### Met2 routing, run 1

Cells faint in the background.
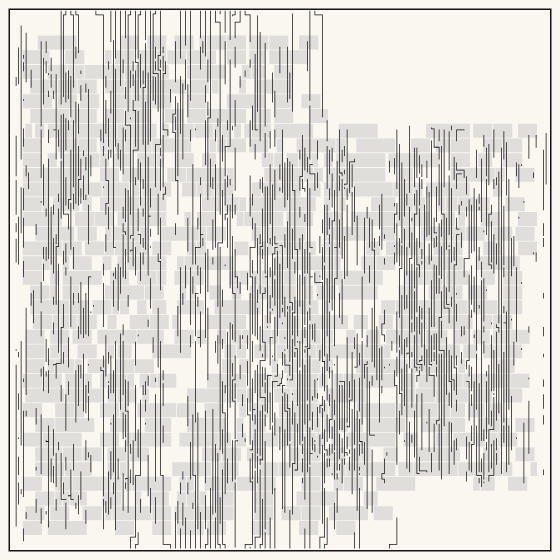
### Met3 routing, run 1

Scale bar: 20 um.
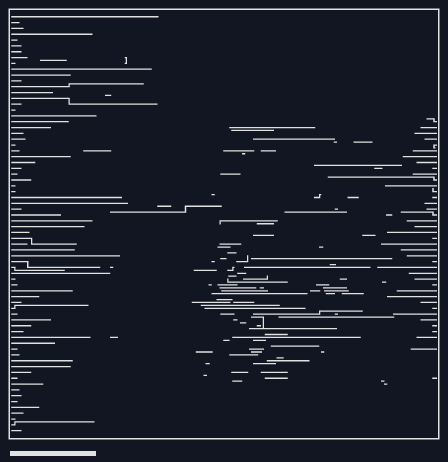
### I/O nets highlighted, run 1

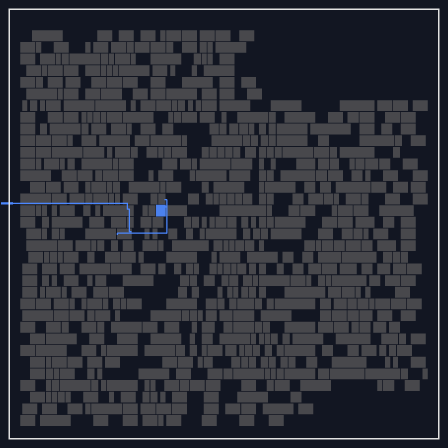
$ cat src/rtl/regfile_wb_arbiter_if.sv
// Writeback bus between the pipeline, multi-cycle units, decode checks and the register file.
// The arbiter uses the slave modport. The requesters and decode use the master modport.
interface regfile_wb_arbiter_if;
  logic        p_valid;
  logic [4:0]  p_idx;
  logic [31:0] p_data;
  logic        p_ready;

  logic        m_valid;
  logic [4:0]  m_idx;
  logic [31:0] m_data;
  logic        m_ready;

  logic        iss_valid;
  logic [4:0]  iss_idx;

  logic [4:0]  chk_rs1_idx;
  logic [4:0]  chk_rs2_idx;
  logic [4:0]  chk_rd_idx;
  logic        stall;

  logic        rf_reg_write;
  logic [4:0]  rf_rd_idx;
  logic [31:0] rf_rd_data;
  logic [31:0] busy_vec;

  modport master (
    output p_valid, p_idx, p_data,
    input  p_ready,
    output m_valid, m_idx, m_data,
    input  m_ready,
    output iss_valid, iss_idx,
    output chk_rs1_idx, chk_rs2_idx, chk_rd_idx,
    input  stall,
    input  rf_reg_write, rf_rd_idx, rf_rd_data, busy_vec
  );

  modport slave (
    input  p_valid, p_idx, p_data,
    output p_ready,
    input  m_valid, m_idx, m_data,
    output m_ready,
    input  iss_valid, iss_idx,
    input  chk_rs1_idx, chk_rs2_idx, chk_rd_idx,
    output stall,
    output rf_reg_write, rf_rd_idx, rf_rd_data, busy_vec
  );
endinterface

$ cat src/rtl/regfile_wb_arbiter.sv
// Writeback arbiter with a long-latency scoreboard, in front of a single register-file write port.
// Define WB_ARB_ROUND_ROBIN_EN to alternate between requesters on contention. When it is undefined, the pipeline has fixed priority.
module regfile_wb_arbiter (
  input  logic                  clk,
  input  logic                  rst,
  regfile_wb_arbiter_if.slave   wb
);

  typedef enum logic {
    GRANT_P = 1'b0,
    GRANT_M = 1'b1
  } grant_e;

  function automatic logic [31:0] onehot32(input logic [4:0] idx);
    onehot32 = 32'd1 << idx;
  endfunction

  logic        p_ready_s;
  logic        m_ready_s;
  logic        prefer_p_s;
  logic        stall_s;

  logic        wr_en_s;
  logic [4:0]  wr_idx_s;
  logic [31:0] wr_data_s;
  logic        rf_reg_write_r;
  logic [4:0]  rf_rd_idx_r;
  logic [31:0] rf_rd_data_r;

  logic [31:0] busy_r;
  logic [31:0] busy_next_s;
  logic [31:0] clr_mask_s;
  logic [31:0] set_mask_s;

`ifdef WB_ARB_ROUND_ROBIN_EN
  grant_e last_grant_r;

  // Track the most recent winner so that the other requester wins the next contention.
  always_ff @(posedge clk) begin
    if (rst) begin
      last_grant_r <= GRANT_M;
    end else if (p_ready_s) begin
      last_grant_r <= GRANT_P;
    end else if (m_ready_s) begin
      last_grant_r <= GRANT_M;
    end else begin
      last_grant_r <= last_grant_r;
    end
  end

  // The pipeline is preferred only when the multi-cycle unit won last.
  always_comb begin
    prefer_p_s = (last_grant_r == GRANT_M);
  end
`else
  // Fixed priority: the pipeline always wins contention.
  always_comb begin
    prefer_p_s = 1'b1;
  end
`endif

  // Grant at most one requester. During reset, grant nothing.
  always_comb begin
    p_ready_s = 1'b0;
    m_ready_s = 1'b0;
    if (rst) begin
      p_ready_s = 1'b0;
      m_ready_s = 1'b0;
    end else begin
      case ({wb.p_valid, wb.m_valid})
        2'b10:   p_ready_s = 1'b1;
        2'b01:   m_ready_s = 1'b1;
        2'b11: begin
          if (prefer_p_s) begin
            p_ready_s = 1'b1;
          end else begin
            m_ready_s = 1'b1;
          end
        end
        default: begin
          p_ready_s = 1'b0;
          m_ready_s = 1'b0;
        end
      endcase
    end
  end

  // Select the accepted request for the write port. Index 0 is accepted but never written.
  always_comb begin
    wr_en_s   = 1'b0;
    wr_idx_s  = rf_rd_idx_r;
    wr_data_s = rf_rd_data_r;
    if (p_ready_s) begin
      wr_en_s   = (wb.p_idx != 5'd0);
      wr_idx_s  = wb.p_idx;
      wr_data_s = wb.p_data;
    end else if (m_ready_s) begin
      wr_en_s   = (wb.m_idx != 5'd0);
      wr_idx_s  = wb.m_idx;
      wr_data_s = wb.m_data;
    end else begin
      wr_en_s   = 1'b0;
      wr_idx_s  = rf_rd_idx_r;
      wr_data_s = rf_rd_data_r;
    end
  end

  // Register the write port. The pulse lasts one cycle, and the index and data hold between writes.
  always_ff @(posedge clk) begin
    if (rst) begin
      rf_reg_write_r <= 1'b0;
      rf_rd_idx_r    <= 5'd0;
      rf_rd_data_r   <= 32'd0;
    end else begin
      rf_reg_write_r <= wr_en_s;
      rf_rd_idx_r    <= wr_idx_s;
      rf_rd_data_r   <= wr_data_s;
    end
  end

  // Scoreboard update. The set is applied after the clear, so a new issue wins over a completion to the same index.
  always_comb begin
    clr_mask_s  = m_ready_s ? onehot32(wb.m_idx) : 32'd0;
    set_mask_s  = (wb.iss_valid && (wb.iss_idx != 5'd0)) ? onehot32(wb.iss_idx) : 32'd0;
    busy_next_s = ((busy_r & ~clr_mask_s) | set_mask_s) & 32'hFFFF_FFFE;
  end

  // Scoreboard register. Issues seen during reset are dropped.
  always_ff @(posedge clk) begin
    if (rst) begin
      busy_r <= 32'd0;
    end else begin
      busy_r <= busy_next_s;
    end
  end

  // Decode hazard: a pending operand, or a pipeline writeback that lost arbitration.
  always_comb begin
    stall_s = 1'b0;
    if (rst) begin
      stall_s = 1'b0;
    end else begin
      stall_s = busy_r[wb.chk_rs1_idx] | busy_r[wb.chk_rs2_idx] | busy_r[wb.chk_rd_idx]
              | (wb.p_valid & ~p_ready_s);
    end
  end

  // Drive the interface outputs.
  always_comb begin
    wb.p_ready      = p_ready_s;
    wb.m_ready      = m_ready_s;
    wb.stall        = stall_s;
    wb.rf_reg_write = rf_reg_write_r;
    wb.rf_rd_idx    = rf_rd_idx_r;
    wb.rf_rd_data   = rf_rd_data_r;
    wb.busy_vec     = busy_r;
  end

endmodule
$ cat src/flat_wrapper.sv
// flat-port wrapper written by rule: the top's interface ports become plain ports
module regfile_wb_arbiter_flat 
  (clk, rst, wb_p_valid, wb_p_idx, wb_p_data, wb_p_ready, wb_m_valid, wb_m_idx, wb_m_data, wb_m_ready, wb_iss_valid, wb_iss_idx, wb_chk_rs1_idx, wb_chk_rs2_idx, wb_chk_rd_idx, wb_stall, wb_rf_reg_write, wb_rf_rd_idx, wb_rf_rd_data, wb_busy_vec);
  regfile_wb_arbiter_if wb_i ();
  input  logic clk;
  input  logic rst;
  input wire logic [$bits(wb_i.p_valid)-1:0] wb_p_valid;
  input wire logic [$bits(wb_i.p_idx)-1:0] wb_p_idx;
  input wire logic [$bits(wb_i.p_data)-1:0] wb_p_data;
  output wire logic [$bits(wb_i.p_ready)-1:0] wb_p_ready;
  input wire logic [$bits(wb_i.m_valid)-1:0] wb_m_valid;
  input wire logic [$bits(wb_i.m_idx)-1:0] wb_m_idx;
  input wire logic [$bits(wb_i.m_data)-1:0] wb_m_data;
  output wire logic [$bits(wb_i.m_ready)-1:0] wb_m_ready;
  input wire logic [$bits(wb_i.iss_valid)-1:0] wb_iss_valid;
  input wire logic [$bits(wb_i.iss_idx)-1:0] wb_iss_idx;
  input wire logic [$bits(wb_i.chk_rs1_idx)-1:0] wb_chk_rs1_idx;
  input wire logic [$bits(wb_i.chk_rs2_idx)-1:0] wb_chk_rs2_idx;
  input wire logic [$bits(wb_i.chk_rd_idx)-1:0] wb_chk_rd_idx;
  output wire logic [$bits(wb_i.stall)-1:0] wb_stall;
  output wire logic [$bits(wb_i.rf_reg_write)-1:0] wb_rf_reg_write;
  output wire logic [$bits(wb_i.rf_rd_idx)-1:0] wb_rf_rd_idx;
  output wire logic [$bits(wb_i.rf_rd_data)-1:0] wb_rf_rd_data;
  output wire logic [$bits(wb_i.busy_vec)-1:0] wb_busy_vec;
  assign wb_i.p_valid = wb_p_valid;
  assign wb_i.p_idx = wb_p_idx;
  assign wb_i.p_data = wb_p_data;
  assign wb_p_ready = wb_i.p_ready;
  assign wb_i.m_valid = wb_m_valid;
  assign wb_i.m_idx = wb_m_idx;
  assign wb_i.m_data = wb_m_data;
  assign wb_m_ready = wb_i.m_ready;
  assign wb_i.iss_valid = wb_iss_valid;
  assign wb_i.iss_idx = wb_iss_idx;
  assign wb_i.chk_rs1_idx = wb_chk_rs1_idx;
  assign wb_i.chk_rs2_idx = wb_chk_rs2_idx;
  assign wb_i.chk_rd_idx = wb_chk_rd_idx;
  assign wb_stall = wb_i.stall;
  assign wb_rf_reg_write = wb_i.rf_reg_write;
  assign wb_rf_rd_idx = wb_i.rf_rd_idx;
  assign wb_rf_rd_data = wb_i.rf_rd_data;
  assign wb_busy_vec = wb_i.busy_vec;
  regfile_wb_arbiter u_core (.clk(clk), .rst(rst), .wb(wb_i));
endmodule
$ cat config.mk
export PLATFORM = sky130hd
export DESIGN_NAME = regfile_wb_arbiter_flat
export DESIGN_NICKNAME = d
export VERILOG_FILES = /design/src/rtl/regfile_wb_arbiter_if.sv /design/src/rtl/regfile_wb_arbiter.sv /design/src/flat_wrapper.sv
export SDC_FILE = /design/constraint.sdc
export NUM_CORES = 1
export LEC_CHECK = 0
export CAP_MARGIN = 20
export CORE_MARGIN = 2
export CORE_UTILIZATION = 42
export DETAILED_ROUTE_END_ITERATION = 12
export GPL_ROUTABILITY_DRIVEN = 0
export PLACE_DENSITY = 0.8
export SYNTH_ARGS = -nofsm -noshare
export SYNTH_HDL_FRONTEND = slang
export SYNTH_SLANG_ARGS = --single-unit
export TNS_END_PERCENT = 30
$ cat constraint.sdc
create_clock -name clk -period 2.9 [get_ports clk]
set_clock_uncertainty 0.15 [all_clocks]
set_input_delay 0.29 -clock clk [delete_from_list [all_inputs] [get_ports clk]]
set_output_delay 0.29 -clock clk [all_outputs]
set_load 0.01 [all_outputs]
==> out/summary.txt, run 1 <==
CLK BUF: 12
yosys simple share: 0.2063
routed vias/inst: 5.686
leading area contributor after synthesis: dfxtp_1
Mapped Area: 3857 um2
Flop area: 1385 um2
Lkg Pwr: 2.417 nW
met3 wire len: 1483 um
final hold viol count: 0
Post-DRT Antenna Nets: 0
combinational power: 0.000523 W
vias in the first global route: 4339
syn avg cell area: 8.260 um2
# DRC: 0
Comb area share: 0.3867
fa+ha+maj area frac: 0
PortBufs: 170
max-cap violations: 0
hold path cells: 4
Ys Warns: 0
xor/xnor share: 0
number of signal-net inverters in the final layout: 5
combinational power share: 0.226
Die X-Extent: 99.84 um
delay-heaviest family, CP: simple AND/OR/NAND/NOR gates
WL met1: 4891 um
largest net degree at the start of global routing: 52
DRT Pass-1 Iters: 5
Yosys top cell by instances: nor2_1
Floorplan Nets: 566
status: complete, no violations
starting density of the core: 0.4381
Crit path largest cell delay: 0.54 ns
critical path, cell by cell: mux4_2, o211a_1, or4_1, nor4_2, a31oi_1, clkbuf_2
Required @ worst endpoint: 2.46 ns
RSZ-0062 raised after global routing: no
Die Ht: 99.84 um
IO Count: 172
normalized max-slew margin: 0.6362
Netlist cell types: 39
Post-synth top flop: dfxtp_1
Filler cells: 704
Levels on crit path: 6
peak supply drop: 0.3234 mV
CP Capture Point: wb_stall
fin cells: 767
grt total ovfl: 0
Int Pwr: 0.001699 W
CP Launch Type: register
crit path DAT: 2.35 ns
YS chip area: 3857 um2
worst slew pin tran: 0.5456 ns
initial antenna violation count: 0
min-delay worst type: input pin to register
most frequent cells in the layout: clkdlybuf4s50_1 (161), nor2_1 (85), a21oi_1 (71), dfxtp_1 (68), mux2i_1 (52)
Setup Crit Path Kind: register to output pin
nets: 753
Fin Setup TNS: 0 ns
PD cells: 383.1 nW/um2
Top cells by area: dfxtp_1 (36%), mux2i_1 (13%), a21oi_1 (9.2%)
Placed Area: 5828 um2
Log Warnings: 26
worst r2r src: u_core.wb.busy_vec[4]
Clk pin slew, worst setup/hold paths: 0.08 ns
buffering overhead: 0.3264
Syn Inst Count: 467
pre-CTS WS: -0.6068 ns
dpl cells: 751
dominant kind of combinational cell: multiplexers
max reg flops: 32
Max Clock Freq: 358.7 MHz
Net Sw Frac: 0.2649
cts repair resizes: 9
Flop pwr share: 0.437
ys async rst share: 0
crit end category: output pin
Ant. Diodes: 0
Worst Hold Path EP: u_core.wb.rf_reg_write
final setup violation count: 0
Die ar.: 9967 um2
R2R Setup Slk: 1.87 ns
Clock Network Area Fraction: 0.03193
Buf/Inv on CP: 1
clock power share: 0.337
cell class ranked first by area: combinational gates
area grow syn2layout: 56.44%
CTS buffer count: 9
Setup WS post-layout: 0.1125 ns
Slowest-stage cell, CP: or4_1
CP Max Fanout: 5
#MultiIn Comb: 361
fin area: 6035 um2
top post-synthesis cells by count: nor2_1 (85), a21oi_1 (71), dfxtp_1 (69)
Area leader share: 0.3581
cycle use final: 0.9612
final hold slack: 0.2887 ns
Synth Seq Share: 0.3581
grt peak-use layer: met2
CP startpoint: u_core.wb.busy_vec[28]
FF-to-FF End: u_core.wb.busy_vec[4]
clk pwr: 0.000778 W
post-DP HPWL: 10570 um
total core area: 8806 um2
Tmin final: 2.788 ns
R2R cell count: 3
Pwr top: sequential cells
logic area: 2333 um2
CTS root buf: clkbuf_8
utilization after layout: 0.6853
# Post-CTS Setup Buffers: 0
met1 usage: 0.2992
WL per Instance: 17.61 um
initial drt markers: 240
Insertion Delay late pin: 0.33 ns
met2 WL: 6690 um
first-pass GRT wire length: 21260 um
CTS tree: yes
-- 'Met2 routing' (at the start) --
nets with wire on the layer: 645
share of all routed wire: 50%
main direction: vertical
wire length on this layer: 6690 um
vias: 4361
met2 usage: 0.4766
Routed WL: 13510 um

-- 'Met3 routing' (at the start) --
share of all routed wire: 11%
nets with wire on the layer: 164
main direction: horizontal
wire length on this layer: 1480 um
met3 Usage GRT: 0.07521

-- 'I/O nets highlighted' (at the start) --
legend:
  wb_p_ready:
    color: blue
    direction: output
    end_cells: 1
    wire: 55.0 um

==> run 1 -> run 2 <==
- SKIP_LAST_GASP: unset -> 1
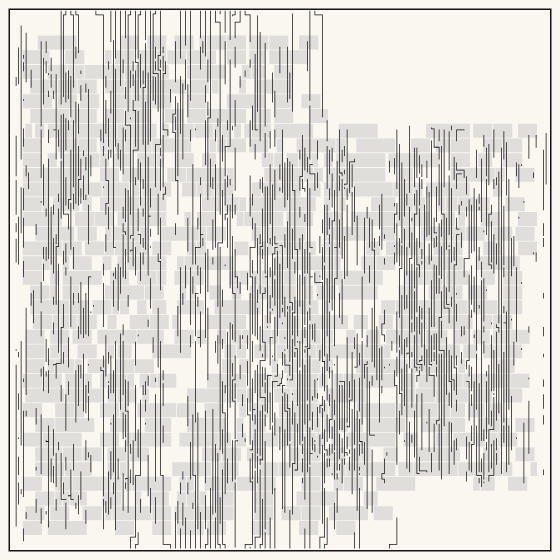
*Met2 routing, run 2*
Cells faint in the background.
wire length on this layer: 6690 um
share of all routed wire: 50%
main direction: vertical
nets with wire on the layer: 645
longest straight run: 60.2 um

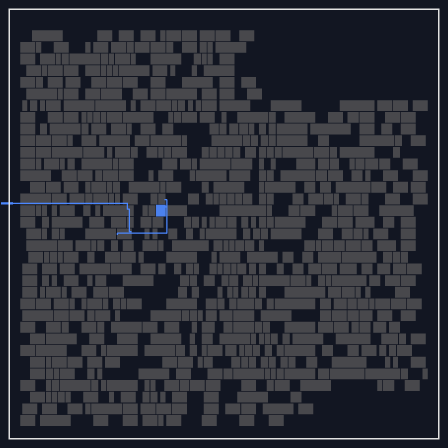
*I/O nets highlighted, run 2*
legend:
  wb_p_ready:
    color: blue
    direction: output
    end_cells: 1
    wire: 55.0 um

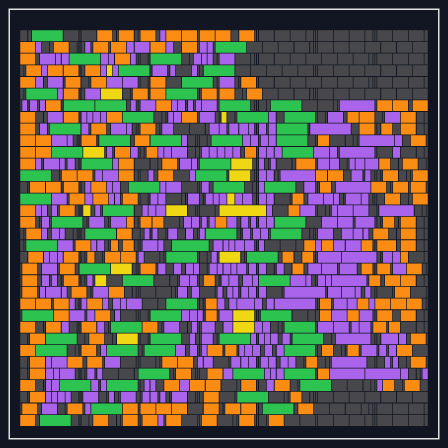
*Placement by cell class, run 2*
Fill, decap, tap and diode cells in gray.
legend:
  remaining buffers and delay cells:
    color: orange
    cells: 208
    share_of_their_area: 33%
  sequential cells:
    color: green
    cells: 69
    share_of_their_area: 23%
  clock drivers and dummy loads:
    color: yellow
    cells: 16
    share_of_their_area: 3.3%
  combinational and other logic:
    color: purple
    cells: 366
    share_of_their_area: 40%

==> out/summary.txt, run 2 <==
status: complete, no violations
Ant. Diodes: 0
Post-synth top flop: dfxtp_1
combinational power: 0.000523 W
Fin Setup TNS: 0 ns
PortBufs: 170
most frequent cells in the layout: clkdlybuf4s50_1 (161), nor2_1 (85), a21oi_1 (71), dfxtp_1 (68), mux2i_1 (52)
crit end category: output pin
Setup WS post-layout: 0.1125 ns
Die ar.: 9967 um2
initial drt markers: 240
hold path cells: 4
number of signal-net inverters in the final layout: 5
# DRC: 0
cycle use final: 0.9612
critical path, cell by cell: mux4_2, o211a_1, or4_1, nor4_2, a31oi_1, clkbuf_2
area grow syn2layout: 56.44%
buffering overhead: 0.3264
RSZ-0062 raised after global routing: no
cts repair resizes: 9
Area leader share: 0.3581
dpl cells: 751
CP Capture Point: wb_stall
utilization after layout: 0.6853
Slowest-stage cell, CP: or4_1
Top cells by area: dfxtp_1 (36%), mux2i_1 (13%), a21oi_1 (9.2%)
R2R cell count: 3
fin area: 6035 um2
GRT Util Overall: 0.2676
syn avg cell area: 8.260 um2
PD cells: 383.1 nW/um2
routed vias/inst: 5.686
Clk pin slew, worst setup/hold paths: 0.08 ns
Levels on crit path: 6
normalized max-slew margin: 0.6362
CP Max Fanout: 5
max reg flops: 32
Int Pwr: 0.001699 W
CTS tree: yes
met2 WL: 6690 um
fin cells: 767
CLK BUF: 12
Log Warnings: 26
dominant kind of combinational cell: multiplexers
nets: 753
Pwr top: sequential cells
final hold slack: 0.2887 ns
Flop area: 1385 um2
logic area: 2333 um2
Crit path largest cell delay: 0.54 ns
DRT Pass-1 Iters: 5
Ys Warns: 0
Insertion Delay late pin: 0.33 ns
Placed Area: 5828 um2
Setup Crit Path Kind: register to output pin
Post-DRT Antenna Nets: 0
met2 usage: 0.4766
worst slew pin tran: 0.5456 ns
Comb area share: 0.3867
first-pass GRT wire length: 21260 um
xor/xnor share: 0
Net Sw Frac: 0.2649
CP Launch Type: register
grt total ovfl: 0
WL per Instance: 17.61 um
Switch Pwr: 0.0006124 W
Syn Inst Count: 467
initial antenna violation count: 0
met3 wire len: 1483 um
WL met1: 4891 um
delay-heaviest family, CP: simple AND/OR/NAND/NOR gates
final setup violation count: 0
R2R Setup Slk: 1.87 ns
Mapped Area: 3857 um2
crit path DAT: 2.35 ns
Filler cells: 704
pre-CTS WS: -0.6068 ns
peak supply drop: 0.3234 mV
final hold viol count: 0
max-cap violations: 0
ys async rst share: 0
top post-synthesis cells by count: nor2_1 (85), a21oi_1 (71), dfxtp_1 (69)
starting density of the core: 0.4381
vias: 4361
Netlist cell types: 39
total core area: 8806 um2
Synth Seq Share: 0.3581
clk pwr: 0.000778 W
# Post-CTS Setup Buffers: 0
Routed WL: 13510 um
Floorplan Nets: 566
IO Count: 172
cell class ranked first by area: combinational gates
combinational power share: 0.226
met1 usage: 0.2992
No activity file was given, so power comes from the tool's default toggle rates.
